### Clock nets, run 1

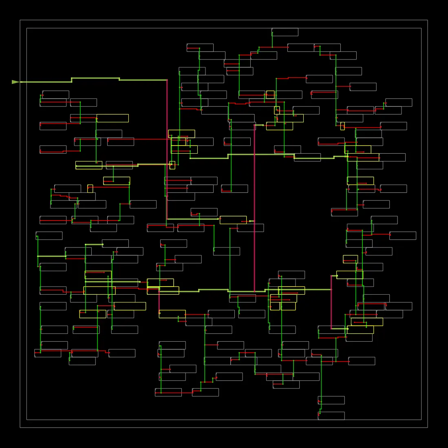
### Signal wires on met3, run 1

Bar = 50 µm.
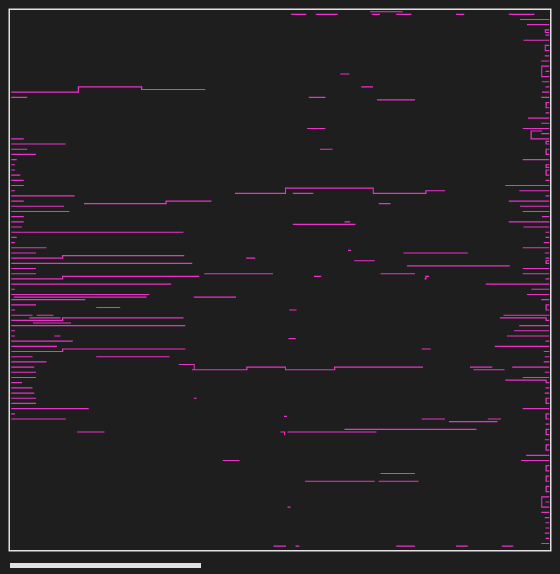
### Placement by cell class, run 1

Fill, decap, tap and diode cells in gray.
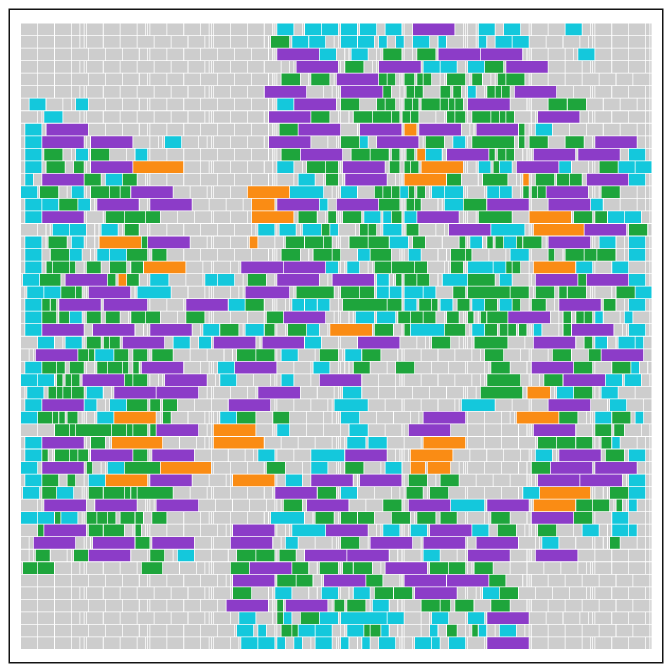
### Met1 routing, run 1

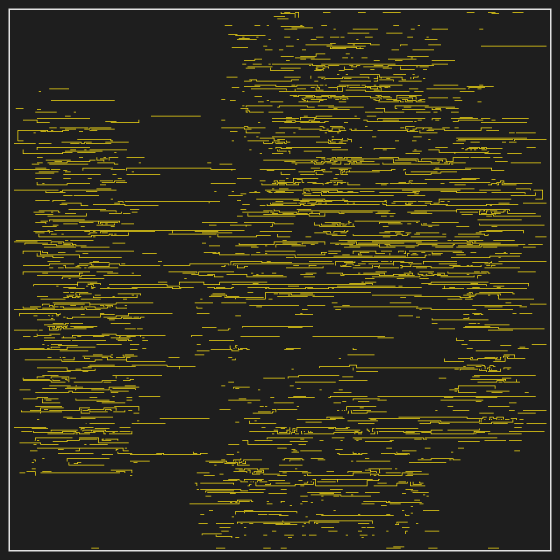
--- config.mk ---
export PLATFORM = sky130hd
export DESIGN_NAME = reg_writeback_stage_flat
export DESIGN_NICKNAME = d
export VERILOG_FILES = /design/src/rtl/reg_writeback_stage_if.sv /design/src/rtl/reg_writeback_stage.sv /design/src/flat_wrapper.sv
export SDC_FILE = /design/constraint.sdc
export NUM_CORES = 1
export LEC_CHECK = 0
export CAP_MARGIN = 20
export CORE_MARGIN = 2
export CORE_UTILIZATION = 38
export CTS_CLUSTER_SIZE = 16
export DETAILED_ROUTE_END_ITERATION = 7
export HOLD_SLACK_MARGIN = 0.05
export PLACE_DENSITY = 0.77
export SETUP_SLACK_MARGIN = 0.3
export SKIP_LAST_GASP = 1
export SLEW_MARGIN = 20
export SYNTH_ARGS = -nofsm -noshare
export SYNTH_HDL_FRONTEND = slang
export SYNTH_SLANG_ARGS = --single-unit
--- constraint.sdc ---
create_clock -name Clk -period 2.3 [get_ports Clk]
set_input_delay 0.46 -clock Clk [delete_from_list [all_inputs] [get_ports Clk]]
set_output_delay 0.46 -clock Clk [all_outputs]
set_load 0.005 [all_outputs]
--- src/rtl/reg_writeback_stage_if.sv ---
// MEM/WB stage bus: MEM-stage results in, register-file write port and decode operands out.
interface reg_writeback_stage_if #(
    parameter int unsigned DATA_W = 32,
    parameter int unsigned CNT_W  = 32
);
    logic              Stall;
    logic              Flush;
    logic              mem_valid;
    logic              mem_RegWrite;
    logic [4:0]        mem_WriteReg;
    logic [1:0]        mem_WbSel;
    logic [1:0]        mem_LoadSize;
    logic              mem_LoadSigned;
    logic [DATA_W-1:0] mem_AluResult;
    logic [DATA_W-1:0] mem_LoadData;
    logic [DATA_W-1:0] mem_PcPlus8;
    logic              RegWrite;
    logic [4:0]        WriteReg;
    logic [DATA_W-1:0] WriteData;
    logic [4:0]        ReadReg1;
    logic [4:0]        ReadReg2;
    logic [DATA_W-1:0] RegData1;
    logic [DATA_W-1:0] RegData2;
    logic [DATA_W-1:0] FwdData1;
    logic [DATA_W-1:0] FwdData2;
    logic [CNT_W-1:0]  WbCount;

    modport master (
        output Stall, Flush, mem_valid, mem_RegWrite, mem_WriteReg, mem_WbSel,
               mem_LoadSize, mem_LoadSigned, mem_AluResult, mem_LoadData, mem_PcPlus8,
               ReadReg1, ReadReg2, RegData1, RegData2,
        input  RegWrite, WriteReg, WriteData, FwdData1, FwdData2, WbCount
    );

    modport slave (
        input  Stall, Flush, mem_valid, mem_RegWrite, mem_WriteReg, mem_WbSel,
               mem_LoadSize, mem_LoadSigned, mem_AluResult, mem_LoadData, mem_PcPlus8,
               ReadReg1, ReadReg2, RegData1, RegData2,
        output RegWrite, WriteReg, WriteData, FwdData1, FwdData2, WbCount
    );
endinterface

--- src/rtl/reg_writeback_stage.sv ---
// MEM/WB pipeline register and register-file writeback driver.
// Optional decode bypass of the in-flight write enabled by defining WB_BYPASS_EN.
module reg_writeback_stage #(
    parameter int unsigned DATA_W = 32,
    parameter int unsigned CNT_W  = 32
) (
    input  logic                  Clk,
    input  logic                  reset,
    reg_writeback_stage_if.slave  bus
);
    localparam int unsigned REG_W  = 5;
    localparam int unsigned HALF_W = 16;
    localparam int unsigned BYTE_W = 8;

    logic              r_valid;
    logic              r_reg_write;
    logic [REG_W-1:0]  r_write_reg;
    logic [1:0]        r_wb_sel;
    logic [1:0]        r_load_size;
    logic              r_load_signed;
    logic [DATA_W-1:0] r_alu_result;
    logic [DATA_W-1:0] r_load_data;
    logic [DATA_W-1:0] r_pc_plus8;
    logic [CNT_W-1:0]  r_wb_count;

    logic              w_capture;
    logic              w_reg_write;
    logic [1:0]        w_off;
    logic [HALF_W-1:0] w_half;
    logic [BYTE_W-1:0] w_byte;
    logic [DATA_W-1:0] w_load_val;
    logic [DATA_W-1:0] w_write_data;

    assign w_capture = !bus.Flush && !bus.Stall;

    // Stage register: Flush inserts a bubble, Stall holds, otherwise capture MEM.
    always_ff @(posedge Clk or negedge reset) begin
        if (!reset) begin
            r_valid       <= 1'b0;
            r_reg_write   <= 1'b0;
            r_write_reg   <= '0;
            r_wb_sel      <= '0;
            r_load_size   <= '0;
            r_load_signed <= 1'b0;
            r_alu_result  <= '0;
            r_load_data   <= '0;
            r_pc_plus8    <= '0;
        end else if (bus.Flush) begin
            r_valid <= 1'b0;
        end else if (!bus.Stall) begin
            r_valid       <= bus.mem_valid;
            r_reg_write   <= bus.mem_RegWrite;
            r_write_reg   <= bus.mem_WriteReg;
            r_wb_sel      <= bus.mem_WbSel;
            r_load_size   <= bus.mem_LoadSize;
            r_load_signed <= bus.mem_LoadSigned;
            r_alu_result  <= bus.mem_AluResult;
            r_load_data   <= bus.mem_LoadData;
            r_pc_plus8    <= bus.mem_PcPlus8;
        end
    end

    // Counts only newly captured writes, so a held entry is never recounted.
    always_ff @(posedge Clk or negedge reset) begin
        if (!reset) begin
            r_wb_count <= '0;
        end else if (w_capture && bus.mem_valid && bus.mem_RegWrite &&
                     (bus.mem_WriteReg != REG_W'(0))) begin
            r_wb_count <= r_wb_count + CNT_W'(1);
        end
    end

    // Little-endian sub-word extraction; half-word ignores off[0].
    always_comb begin
        w_off  = r_alu_result[1:0];
        w_half = w_off[1] ? r_load_data[31:16] : r_load_data[15:0];
        case (w_off)
            2'd0:    w_byte = r_load_data[7:0];
            2'd1:    w_byte = r_load_data[15:8];
            2'd2:    w_byte = r_load_data[23:16];
            default: w_byte = r_load_data[31:24];
        endcase
        case (r_load_size)
            2'b01:   w_load_val = {{(DATA_W-HALF_W){r_load_signed & w_half[HALF_W-1]}}, w_half};
            2'b10:   w_load_val = {{(DATA_W-BYTE_W){r_load_signed & w_byte[BYTE_W-1]}}, w_byte};
            default: w_load_val = r_load_data;
        endcase
    end

    always_comb begin
        case (r_wb_sel)
            2'b01:   w_write_data = w_load_val;
            2'b10:   w_write_data = r_pc_plus8;
            default: w_write_data = r_alu_result;
        endcase
    end

    assign w_reg_write   = r_valid && r_reg_write && (r_write_reg != REG_W'(0));
    assign bus.RegWrite  = w_reg_write;
    assign bus.WriteReg  = r_write_reg;
    assign bus.WriteData = w_write_data;
    assign bus.WbCount   = r_wb_count;

`ifdef WB_BYPASS_EN
    // Covers the window between the negedge register-file write and decode's read.
    assign bus.FwdData1 = (w_reg_write && (r_write_reg == bus.ReadReg1) &&
                           (bus.ReadReg1 != REG_W'(0))) ? w_write_data : bus.RegData1;
    assign bus.FwdData2 = (w_reg_write && (r_write_reg == bus.ReadReg2) &&
                           (bus.ReadReg2 != REG_W'(0))) ? w_write_data : bus.RegData2;
`else
    assign bus.FwdData1 = bus.RegData1;
    assign bus.FwdData2 = bus.RegData2;
`endif

endmodule

--- src/flat_wrapper.sv ---
// flat-port wrapper written by rule: the top's interface ports become plain ports
module reg_writeback_stage_flat 
#(
    parameter int unsigned DATA_W = 32,
    parameter int unsigned CNT_W  = 32
)
  (Clk, reset, bus_Stall, bus_Flush, bus_mem_valid, bus_mem_RegWrite, bus_mem_WriteReg, bus_mem_WbSel, bus_mem_LoadSize, bus_mem_LoadSigned, bus_mem_AluResult, bus_mem_LoadData, bus_mem_PcPlus8, bus_ReadReg1, bus_ReadReg2, bus_RegData1, bus_RegData2, bus_RegWrite, bus_WriteReg, bus_WriteData, bus_FwdData1, bus_FwdData2, bus_WbCount);
  reg_writeback_stage_if #(.DATA_W(DATA_W), .CNT_W(CNT_W)) bus_i ();
  input  logic Clk;
  input  logic reset;
  input wire logic [$bits(bus_i.Stall)-1:0] bus_Stall;
  input wire logic [$bits(bus_i.Flush)-1:0] bus_Flush;
  input wire logic [$bits(bus_i.mem_valid)-1:0] bus_mem_valid;
  input wire logic [$bits(bus_i.mem_RegWrite)-1:0] bus_mem_RegWrite;
  input wire logic [$bits(bus_i.mem_WriteReg)-1:0] bus_mem_WriteReg;
  input wire logic [$bits(bus_i.mem_WbSel)-1:0] bus_mem_WbSel;
  input wire logic [$bits(bus_i.mem_LoadSize)-1:0] bus_mem_LoadSize;
  input wire logic [$bits(bus_i.mem_LoadSigned)-1:0] bus_mem_LoadSigned;
  input wire logic [$bits(bus_i.mem_AluResult)-1:0] bus_mem_AluResult;
  input wire logic [$bits(bus_i.mem_LoadData)-1:0] bus_mem_LoadData;
  input wire logic [$bits(bus_i.mem_PcPlus8)-1:0] bus_mem_PcPlus8;
  input wire logic [$bits(bus_i.ReadReg1)-1:0] bus_ReadReg1;
  input wire logic [$bits(bus_i.ReadReg2)-1:0] bus_ReadReg2;
  input wire logic [$bits(bus_i.RegData1)-1:0] bus_RegData1;
  input wire logic [$bits(bus_i.RegData2)-1:0] bus_RegData2;
  output wire logic [$bits(bus_i.RegWrite)-1:0] bus_RegWrite;
  output wire logic [$bits(bus_i.WriteReg)-1:0] bus_WriteReg;
  output wire logic [$bits(bus_i.WriteData)-1:0] bus_WriteData;
  output wire logic [$bits(bus_i.FwdData1)-1:0] bus_FwdData1;
  output wire logic [$bits(bus_i.FwdData2)-1:0] bus_FwdData2;
  output wire logic [$bits(bus_i.WbCount)-1:0] bus_WbCount;
  assign bus_i.Stall = bus_Stall;
  assign bus_i.Flush = bus_Flush;
  assign bus_i.mem_valid = bus_mem_valid;
  assign bus_i.mem_RegWrite = bus_mem_RegWrite;
  assign bus_i.mem_WriteReg = bus_mem_WriteReg;
  assign bus_i.mem_WbSel = bus_mem_WbSel;
  assign bus_i.mem_LoadSize = bus_mem_LoadSize;
  assign bus_i.mem_LoadSigned = bus_mem_LoadSigned;
  assign bus_i.mem_AluResult = bus_mem_AluResult;
  assign bus_i.mem_LoadData = bus_mem_LoadData;
  assign bus_i.mem_PcPlus8 = bus_mem_PcPlus8;
  assign bus_i.ReadReg1 = bus_ReadReg1;
  assign bus_i.ReadReg2 = bus_ReadReg2;
  assign bus_i.RegData1 = bus_RegData1;
  assign bus_i.RegData2 = bus_RegData2;
  assign bus_RegWrite = bus_i.RegWrite;
  assign bus_WriteReg = bus_i.WriteReg;
  assign bus_WriteData = bus_i.WriteData;
  assign bus_FwdData1 = bus_i.FwdData1;
  assign bus_FwdData2 = bus_i.FwdData2;
  assign bus_WbCount = bus_i.WbCount;
  reg_writeback_stage #(.DATA_W(DATA_W), .CNT_W(CNT_W)) u_core (.Clk(Clk), .reset(reset), .bus(bus_i));
endmodule
==> impl_metrics.json, run 1 <==
{
  "outcome": "complete, but fails checks",
  "violations": "setup timing",
  "timing.final.max_slew_violations": 0,
  "ff2ff_setup_slack_ns": 0.39,
  "skew_ns": 0.00522,
  "place.gp.congestion": 0.814,
  "ys_sh_aoi_pct": 10.5,
  "synth.distinct_cells": 44,
  "grt_pass1_vias": 5638,
  "post-synth-top-count-cell": "dfrtp_1",
  "nFillCells": 1582,
  "crit_buf_inv": 4,
  "power_switching_w": 0.00216,
  "cts_buffer_depth": 2,
  "max_freq_ghz": 0.371,
  "simple_gate_area_share_pct": 8.20,
  "die_h_um": 142,
  "grt_max_degree": 55,
  "power.total_w": 0.00821,
  "slew_headroom_pct": 59.8,
  "critical_path.max_stage_delay_ns": 0.52,
  "power_top_consumer": "the clock network",
  "clkPwrFrac_pct": 38.7,
  "critPathCapture": "bus_WriteData[21]",
  "drc": 0,
  "setup_ws_ns": -0.393,
  "seq_power_w": 0.00302,
  "placed_area_um2": 9160,
  "synth.yosys.seq_area_share_pct": 48.7,
  "syn-cell-area_um2": 7190,
  "synthFlopType": "dfrtp_1",
  "nWellTaps": 234,
  "ys.warnings.count": 0,
  "clk_latency_ns": 0.42,
  "track_usage_pct": 20.3,
  "grt_overflow": 0,
  "drive_above_1_share_pct": 37.6,
  "die-area_um2": 20000,
  "buffers": 257,
  "bufAreaShareNonClock_pct": 24.1,
  "initial_core_util_pct": 38.6,
  "netlist_top_cells_count": "140 x dfrtp_1, 112 x mux2_2, 64 x buf_4, 39 x nand2_1",
  "top_area_share_pct": 48.7,
  "internal_power_w": 0.00604,
  "synth_xor_xnor_area_share_pct": 3.78,
  "cap_violations": 0,
  "cp-end-kind": "primary output",
  "setup_tns_ns": -7.90,
  "largest_area_cell": "dfrtp_1",
  "top_cells_by_area": "dfrtp_1 49%, mux2_2 18%, buf_4 6.7%, xor2_1 2.3%, a222oi_1 2.2%",
  "diodes": 1,
  "sw_frac_of_total_pct": 26.4,
  "fin_crit_ns": 2.69,
  "crit_cells": 8,
  "postRouteAntennaNets": 0,
  "crit_start": "u_core.r_alu_result[0]$_DFFE_PN0P_",
  "cp.arrival_ns": 2.23,
  "largest_cell_class": "sequential cells",
  "warnings": 41,
  "comb-power_w": 0.00201,
  "avgViaCountPerCell": 5.35,
  "setup_viol": 32,
  "regArea_um2": 3510,
  "die_w_um": 142,
  "min-delay-start": "u_core.bus.WbCount[29]$_DFFE_PN0P_"
}
Notes on 'Clock nets' above:
P_clk: 0.00318 W
# clk buffers: 21
CTS Sinks: 140
CTS buffer count: 17

Notes on 'Signal wires on met3' above:
wire length on this layer: 1,680 µm
main direction: horizontal
Via Count: 5,577
Post-Route WL: 20,500 µm
GR Layer Usage met3: 7.53%

Notes on 'Placement by cell class' above:
[cyan] other buffers and delay cells | cells: 257 | share of their area: 25%
[purple] flops | cells: 140 | share of their area: 35%
[green] all other logic | cells: 379 | share of their area: 33%
[orange] clock drivers and dummy loads | cells: 32 | share of their area: 6.9%
Core Area: 18,600 µm²
final core utilization: 54.7%
post-route cell area: 10,200 µm²
# rows: 50
fraction of area in registers: 34.4%

Notes on 'Met1 routing' above:
wire length on this layer: 7,950 µm
nets with wire on the layer: 808
main direction: horizontal
share of all routed wire: 39%
longest straight run: 49.7 µm
met1 usage: 23.4%

run 1: flip-flops by register name, indices dropped and copies added, names as in the netlist:
signal	flops
u_core.bus.WbCount	32
u_core.r_alu_result	32
u_core.r_load_data	32
u_core.r_pc_plus8	32
u_core.bus.WriteReg	5
u_core.r_load_size	2
u_core.r_wb_sel	2
u_core.r_load_signed	1
u_core.r_reg_write	1
u_core.r_valid	1
run 1: per-stage QoR:
step | cells | hold WS [ns]
after global routing | 1043 | 0.508
after global placement | 983 | 0.463
final | 1043 | 0.496
after floorplan | 623 | 0.164
after detailed placement | 983 | 0.460
after CTS | 1036 | 0.499
run 1: routing by layer:
layer	wire length (µm)	track usage [%]	up-vias
met4	731	9.05	4
li1	-	-	2536
met5	28	0	-
met3	1680	7.53	51
met1	7950	23.4	2768
met2	10100	33.9	218
==> run 2: changes to the inputs <==
- PLACE_DENSITY: 0.77 -> 0.83
- SLEW_MARGIN: 20 -> not set
==> impl_metrics.json, run 2 <==
{
  "area_delta_synth_final_pct": 41.2,
  "internal_power_w": 0.00548,
  "synthFlopType": "dfrtp_1",
  "synthArstFlopShare_pct": 100,
  "cts_setup_buffers": 29,
  "cp.required_ns": 1.84,
  "wl_met3_um": 1850,
  "highest_layer": "met5",
  "sh_comb_area_pct": 32.1,
  "outcome": "complete, but fails checks",
  "die_h_um": 142,
  "rsz0062_at_grt": "yes",
  "cp_cell_sequence": "mux4_2 -> and2_4 -> o2111ai_4 -> buf_6 -> buf_16 -> nand2_2 -> buf_2",
  "hpwl_um": 14400,
  "critical_path.max_stage_delay_ns": 0.52,
  "yosys-stat-area_um2": 7190,
  "coreArea_um2": 18600,
  "postRouteAntennaNets": 0,
  "ys_sh_aoi_pct": 10.5,
  "dp.cells": 980,
  "timing.final.max_slew_violations": 0,
  "grt_pass1_wl_um": 31300,
  "topCombFamilyByArea": "multiplexers",
  "die-area_um2": 20000,
  "hold_viol_final": 0,
  "setup_tns_ns": -7.81,
  "comb_power_share_pct": 27.2,
  "nFillCells": 1577,
  "initial_core_util_pct": 38.6,
  "first_iter_violations": 375,
  "die_w_um": 142,
  "syn_avg_cell_area_um2": 11.5,
  "final-comb-area_um2": 3260,
  "cts_root_buffer": "clkbuf_16",
  "mux_share_pct": 18.1,
  "htreeDepth": 4,
  "crit_slowest_cell": "mux4_2",
  "track_usage_pct": 20.4,
  "ys_ff": 140,
  "fin_crit_ns": 2.62,
  "p_clk_w": 0.00263,
  "busiest_layer": "met2",
  "max_freq_ghz": 0.382,
  "regArea_um2": 3510,
  "cp.arrival_ns": 2.16,
  "syn-instance-count": 623,
  "use_met2_pct": 34.5,
  "ys.warnings.count": 0,
  "skew_ns": 0.00676,
  "drc": 0,
  "ir_worst_vdd_v": 0.000545,
  "edf_count": 0,
  "synth_xor_xnor_area_share_pct": 3.78,
  "lay_top_count": "clkdlybuf4s50_1",
  "lay_top_cells": "147 x clkdlybuf4s50_1, 136 x dfrtp_1, 112 x mux2_2",
  "power_density_nw_per_um2": 765,
  "grt_use_met3_pct": 7.53,
  "cts.sinks": 140,
  "antenna_found_initial": 2,
  "cap_violations": 0,
  "diodes": 1,
  "synth.yosys.seq_area_share_pct": 48.7,
  "comb-power_w": 0.00212,
  "synthesis.nets": 814,
  "top_area_share_pct": 48.7,
  "post-synth-top-count-cell": "dfrtp_1",
  "sw_frac_of_total_pct": 29.5,
  "seqPwrFrac_pct": 38.9,
  "buffers": 263,
  "netlist_top_cells_count": "140 x dfrtp_1, 112 x mux2_2, 64 x buf_4, 39 x nand2_1",
  "setup_ws_ns": -0.318,
  "rows": 50,
  "grt_pass1_vias": 5748,
  "period_used_pct": 114,
  "top_cells_by_area": "dfrtp_1 49%, mux2_2 18%, buf_4 6.7%, xor2_1 2.3%, a222oi_1 2.2%",
  "adder_share_pct": 0.870,
  "clk_latency_ns": 0.42,
  "setup_viol": 33,
  "yosys_cells": 623,
  "fin_cells": 1049,
  "tritoncts": "yes",
  "nWellTaps": 234,
  "wire_per_inst_um": 19.6,
  "grt_max_degree": 49,
  "warnings": 41,
  "worst_pin_slew_ns": 0.595,
  "cp-end-kind": "primary output",
  "clkPwrFrac_pct": 33.8,
  "place.gp.congestion": 0.818,
  "violations": "setup timing",
  "cts_buffers": 17,
  "crit_type": "reg2out",
  "bufAreaShareNonClock_pct": 24.4,
  "drt_pre_antenna_iters": 5,
  "avgViaCountPerCell": 5.34,
  "largest_area_cell": "dfrtp_1",
  "drt-met1-wl_um": 7840,
  "simple_gate_area_share_pct": 8.20,
  "slew_headroom_pct": 60.3,
  "pin_count": 320,
  "worst_hold_slack_ns": 0.489,
  "drive_above_1_share_pct": 39.3,
  "worstHoldPathType": "reg2reg",
  "grt_overflow": 0,
  "pre_cts_slack_ns": -0.199,
  "power_switching_w": 0.00229,
  "cp_max_fo": 7,
  "startpoint_type": "register",
  "placed_area_um2": 9140,
  "clk_share_pct": 5.56,
  "seq_power_w": 0.00303,
  "route.met2.wl_um": 10300,
  "p_leak_nw": 4.31,
  "syn-cell-area_um2": 7190,
  "nets": 992,
  "cts_buffer_depth": 2,
  "critPathTopFamily": "multiplexers",
  "power_top_consumer": "sequential cells",
  "cts_resized": 194,
  "power.total_w": 0.00777,
  "clk_pin_slew_ns": 0.06,
  "logic_gates": 367,
  "crit_buf_inv": 3,
  "largest_cell_class": "sequential cells",
  "numPortBuffers": 181,
  "cts_hold_buf": 1,
  "inv_count": 12,
  "synth.distinct_cells": 44
}
==> run 2: path summary, 6_finish.rpt <==
path / from / end / slack [ns] / cells past startpoint
max: u_core.r_alu_result[0]$_DFFE_PN0P_ / bus_WriteData[25] / -0.32 / 7
min: u_core.bus.WbCount[31]$_DFFE_PN0P_ / u_core.bus.WbCount[31]$_DFFE_PN0P_ / 0.49 / 1
max reg2reg: u_core.r_load_size[0]$_DFFE_PN0P_ / u_core.r_load_size[0]$_DFFE_PN0P_ / -0.31 / 18
min reg2reg: u_core.bus.WbCount[31]$_DFFE_PN0P_ / u_core.bus.WbCount[31]$_DFFE_PN0P_ / 0.49 / 1
max in group asynchronous: reset / u_core.r_pc_plus8[12]$_DFFE_PN0P_ / 1.02 / 3
min in group asynchronous: reset / u_core.r_valid$_DFFE_PN0P_ / 0.51 / 2
### Placement by cell class, run 2

Fill, decap, tap and diode cells in gray.
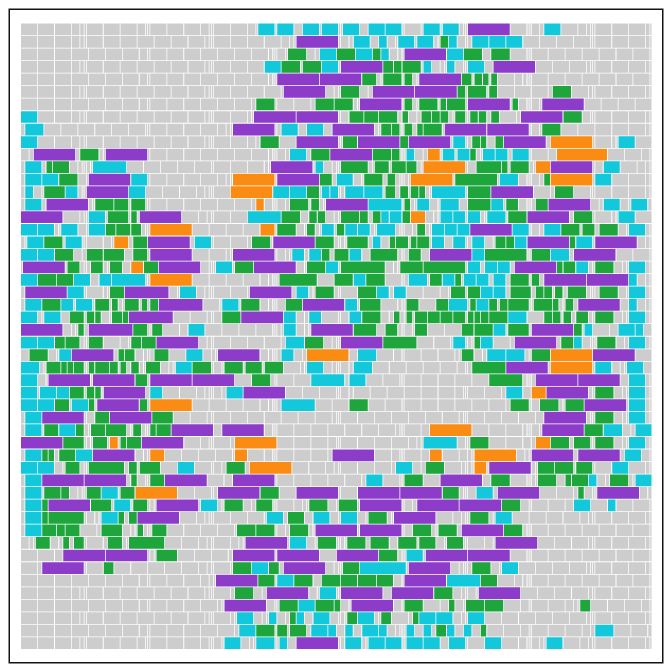
[green] all other logic | cells: 379 | share of their area: 34%
[orange] clock drivers and dummy loads | cells: 32 | share of their area: 5.7%
[purple] flops | cells: 140 | share of their area: 36%
[cyan] other buffers and delay cells | cells: 263 | share of their area: 25%
fraction of area in registers: 34.6%
post-route cell area: 10,200 µm²
final core utilization: 54.5%

### Met1 routing, run 2

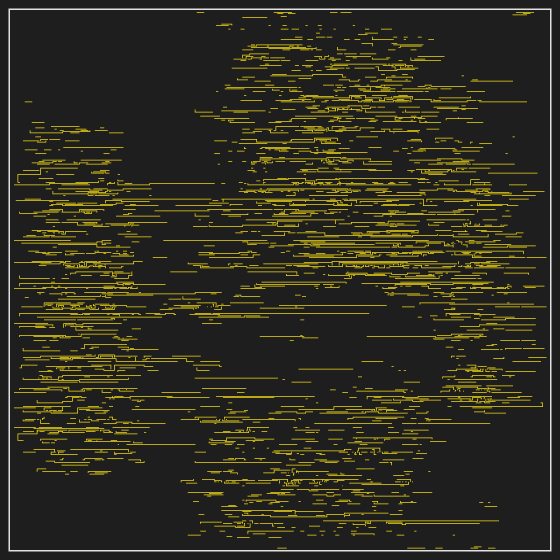
Post-Route WL: 20,500 µm
Via Count: 5,601
met1 usage: 23.9%

### Clock nets, run 2

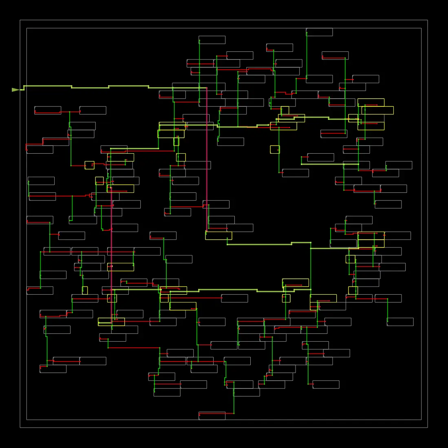
flip-flop and latch count: 140
# clk buffers: 17

Power and IR drop assume default switching activity.
